layer_met2.png
The bar under the picture is 50 um long.
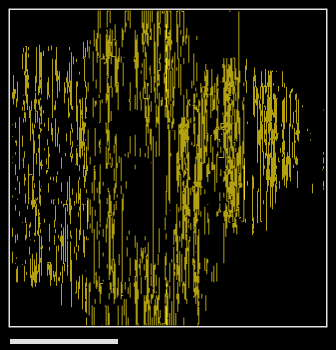
logic_types.png
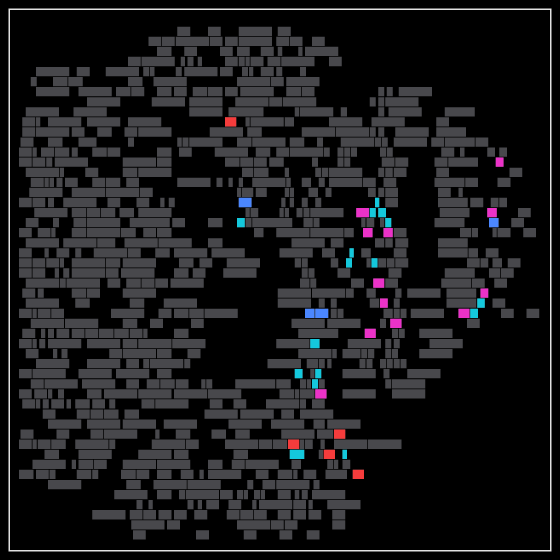
flops_by_reg.png
The bar under the picture is 50 um long.
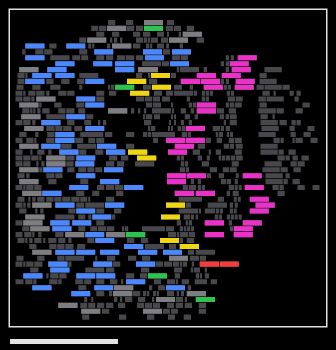
congestion.png
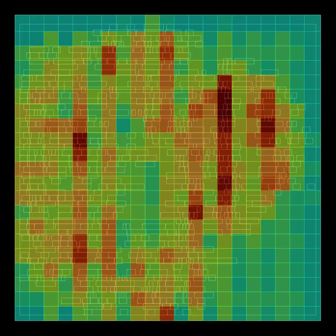
layer_met3.png
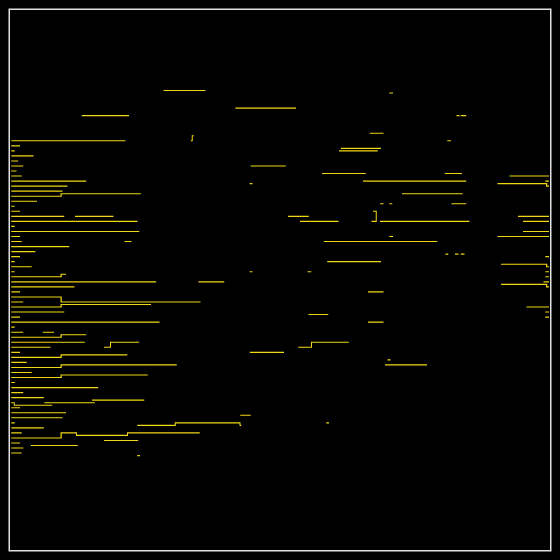
==> config.mk <==
export PLATFORM = sky130hd
export DESIGN_NAME = riscv_writeback
export DESIGN_NICKNAME = d
export VERILOG_FILES = /design/src/rtl/riscv_writeback.sv
export SDC_FILE = /design/constraint.sdc
export NUM_CORES = 1
export LEC_CHECK = 0
export CORE_MARGIN = 2
export CORE_UTILIZATION = 34
export CTS_CLUSTER_DIAMETER = 60
export DETAILED_ROUTE_END_ITERATION = 7
export GPL_ROUTABILITY_DRIVEN = 1
export HOLD_SLACK_MARGIN = 0.06
export PLACE_DENSITY = 0.65
export SLEW_MARGIN = 20
export SYNTH_ARGS = -nofsm -noshare
export SYNTH_HDL_FRONTEND = slang
export SYNTH_SLANG_ARGS = --single-unit
==> constraint.sdc <==
create_clock -name clk_i -period 6.5 [get_ports clk_i]
set_clock_uncertainty 0.2 [all_clocks]
set_input_delay 0.975 -clock clk_i [delete_from_list [all_inputs] [get_ports clk_i]]
set_output_delay 0.975 -clock clk_i [all_outputs]
set_load 0.01 [all_outputs]
==> GITHUB_STEP_SUMMARY <==
## Implementation flow summary

| Metric | Value |
|---|---|
| Metal3 WL | 1300 um |
| Layout fillers | 1,799 |
| TritonCTS clock tree | done |
| Worst hold path depth | 1 |
| Initial core utilization | 0.349 |
| Category of the worst setup path capture point | primary output |
| Total half-perimeter wirelength after legalization and detailed placement | 12,700 um |
| Die Footprint | 0.0213 sq mm |
| Clock root buffer | clkbuf_16 |
| Cell count in the Yosys report | 564 |
| Path type of the worst min-delay path | reg -> reg |
| Required time at the endpoint of the critical path | 5.32 ns |
| Final hold violation count | 0 |
| Antenna Nets Post-Route | 0 |
| Number of clock sinks | 147 |
| Maximum resistive drop on vdd | 0.000222 V |
| RSZ-0062 raised after global routing | false |
| Part of the cycle the worst path needs | 0.770 |
| Final setup violation count | 0 |
| Via/cell ratio | 5.16 |
| Chip height | 146 um |
| Number of remaining DRC errors | 0 |
| Die x size | 146 um |
| Shortest period the worst path allows | 5.00 ns |
| Post-synthesis mux area share | 0.254 |
| Floorplan Core Area | 0.0196 sq mm |
| Clock tree buffer depth | 2 |
| Area of the mapped netlist | 0.00684 sq mm |
| Max layer used | met4 |
| Achievable clock frequency | 200 MHz |
| Average footprint of a synthesized cell | 12.1 sq um |
| GRT overflow | 0 |
| Number of slew-limit violations in the final report | 0 |
| Post-synth area from yosys stat | 0.00684 sq mm |
| P&R area growth vs syn | 32.1% |
| Max-Slew Margin vs Limit | 0.307 |
| Via count of the first global-routing pass | 5,439 |
| Slew at the pin closest to its max-slew limit | 1.04 ns |
| Pwr Density | 480 mW/mm^2 |
| Number of cell rows | 51 |
| Worst hold margin | 0.303 ns |
| Fraction of final layout cells sized beyond drive strength 1 | 0.183 |
| Count of pins on the block boundary | 134 |
| Arrival @ worst endpoint | 3.83 ns |
| Maximum number of pins on one net before global-route repair | 77 |
| H-tree Lvls | 4 |
| Largest driver fanout on the critical path | 18 |
| Synthesized-area fraction occupied by xor and xnor cells | 0.00640 |
| Max-capacitance violation count | 0 |
| Flop and latch count out of synthesis | 147 |
| Quantity of I/O buffers inserted on ports | 133 |
| Distinct lib cells used | 45 |
| CTS clk-pin slew, worst paths | 0.06 ns |
| TritonCTS Buffers | 17 |
| Total placed instance area | 0.00841 sq mm |
| Gates resized, CTS repair | 0 |
| Post-synth EDFFs | 0 |
| Net Count, Synth | 659 |
| Critical Path Source Type | primary input |
| Most used DFF post-synth | dfrtp_1 |
| Routability Congestion | 0.962 |
| Total negative setup slack | 0 ns |
| Initial drt markers | 255 |
| Number of cells on the worst reg-to-reg path | 7 |
| First-pass iteration count of the detailed router | 4 |
| Post-synthesis adder-cell area fraction | 0.00183 |
| Combinational family with the most area after synthesis | multiplexers |
| Total design power | 0.00433 W |
| Post-layout net count | 787 |
| Post-CTS Hold Fix Bufs | 0 |
| Flip-flop count of the largest register after layout | 64 |
| Global-route wire length before repair | 29,500 um |
| Post-synthesis share of cell area spent on and, or, nand and nor gates | 0.0679 |
| Total leakage power | 3.76 nW |
| Status | finished, final reports clean |
| Antenna diode count | 0 |
| Cells after synthesis | 564 |
| Total met2 wirelength after detailed routing | 8530 um |
| Wire length the detailed router placed on met1 | 7570 um |
| Clock network latency to the later pin of the worst-skew pair | 0.42 ns |
| AND-OR/OR-AND share of the synthesized area | 0.107 |
| Synth warnings | 0 |
| Number of warnings the tools reported | 26 |
| Share of async-settable or async-resettable flops after synthesis | 1.00 |
| Antenna violations before repair | 1 |
| Crit Path Class | in -> out |
| Logic cell area | 0.00301 sq mm |
| Post-CTS setup buffers | 0 |
| Reg2reg setup slack | 4.04 ns |
| Post-Layout Inst Area | 0.00904 sq mm |
| Seq/Total Area, Yosys | 0.538 |
About layer_met2.png:
wire length on this layer: 8,530 um
main direction: vertical
share of all routed wire: 48%
post-detailed-routing wire length: 17,800 um
vias after detailed routing: 5,001
met2 demand-to-capacity share in global routing: 0.284

About logic_types.png:
[cyan] NOR gates | cells: 16
[red] XOR/XNOR gates | cells: 5 | where: bottom center
[blue] AND-OR and OR-AND gates | cells: 4 | where: center
[magenta] AND and OR gates | cells: 12
leading cell type in the layout, fill and taps excluded: dfrtp_1
logic gate fraction of the total cell area: 0.333
post-route non-filler standard cell count: 970

About flops_by_reg.png:
[yellow] r_fifo_rd | placed flops: 10
[blue] r_fifo_val | placed flops: 64
[red] r_count | placed flops: 2
[green] rd0_o | placed flops: 5
[magenta] r_pending | placed flops: 32
not colored: 34
Sequential Power: 0.00171 W
share of the final layout cell area in sequential cells: 0.407
register area: 0.00368 sq mm
share of the core filled with cells in the final layout: 0.461

About congestion.png:
average wire per standard cell: 18.3 um
all-layer global routing usage: 0.176
met3 GRT Util: 0.0602
met1 GRT Util: 0.216
busiest layer in global routing: met2

About layer_met3.png:
share of all routed wire: 7.3%
nets with wire on the layer: 105
main direction: horizontal
wire length on this layer: 1,300 um
longest straight run: 39.8 um

-- per-stage QoR --
step,worst slack (ns),cells
floorplan,2.83,564
global placement,1.59,938
detailed placement,1.54,938
CTS,1.53,970
global route,1.36,970
finish,1.50,970
-- metal layers --
metal	global-route usage	up-vias
met3	0.0602	30
met4	0.0779	0
li1	-	2311
met2	0.284	158
met5	0	-
met1	0.216	2502
-- cell usage after synthesis (4+ instances only) --
| library cell | instances | area (sq um) |
|---|---|---|
| mux2_2 | 73 | 822 |
| buf_2 | 10 | 50.1 |
| nor2_1 | 4 | 15.0 |
| inv_1 | 8 | 30.0 |
| o21ai_0 | 100 | 500 |
| o22ai_1 | 10 | 62.6 |
| nor3_1 | 6 | 30.0 |
| dfrtp_1 | 147 | 3680 |
| clkbuf_1 | 9 | 33.8 |
| nor2b_1 | 5 | 31.3 |
| nand2_1 | 58 | 218 |
| mux4_2 | 14 | 315 |
| nand2b_1 | 4 | 25.0 |
| mux2i_1 | 60 | 601 |
-- cell type report --
| type | count | share of cell area |
|---|---|---|
| clock buffer | 23 | 0.0529 |
| clock inverter | 9 | 0.0168 |
| inverter | 8 | 0.00332 |
| multi-input combinational | 382 | 0.333 |
| sequential | 147 | 0.407 |
| tap | 265 | 0.0367 |
| timing repair buffer | 136 | 0.150 |
-- layout by cell type (no fill, tap or decap), types with 2 or more instances in the layout --
cell type,count
a21oi_1,2
and3b_1,2
buf_4,3
bufinv_16,4
clkbuf_1,3
clkbuf_16,17
clkbuf_8,3
clkdlybuf4s50_1,132
clkinv_2,3
dfrtp_1,146
inv_1,7
mux2_2,73
mux2i_1,60
mux4_2,14
nand2_1,57
nand2b_1,4
nand3b_1,3
nor2_1,3
nor2b_1,5
nor3_1,6
o21ai_0,100
o21ai_1,3
o21bai_1,3
o22ai_1,10
o2bb2ai_1,2
o31ai_1,3
o32ai_1,2
or2_2,2
or3b_2,2
or4_1,3
xnor2_1,3
xor2_1,2
-- worst max-delay path: stages --
cell	delay, ns
clkdlybuf4s50_1	1.09
mux2i_1	0.27
o22ai_1	0.11
nor3_1	0.46
o22ai_1	0.23
a21o_1	0.22
clkdlybuf4s50_1	0.47
-- logic make-up after synthesis --
logic type               after synthesis
buffers and inverters                 35
flip-flops                           147
AND/OR/NAND/NOR                       96
AND-OR/OR-AND                        133
adder cells (fa/ha/maj)                1
multiplexers                         147
XOR/XNOR                               5
-- power breakdown --
part / switching, W / internal, W / leakage [nW]
combinational: 0.000746 / 0.000848 / 1.68
sequential: 0.000333 / 0.00137 / 1.78
clock: 0.000362 / 0.000672 / 0.307
Power figures rest on the tool's default switching activity, not on a simulated workload.
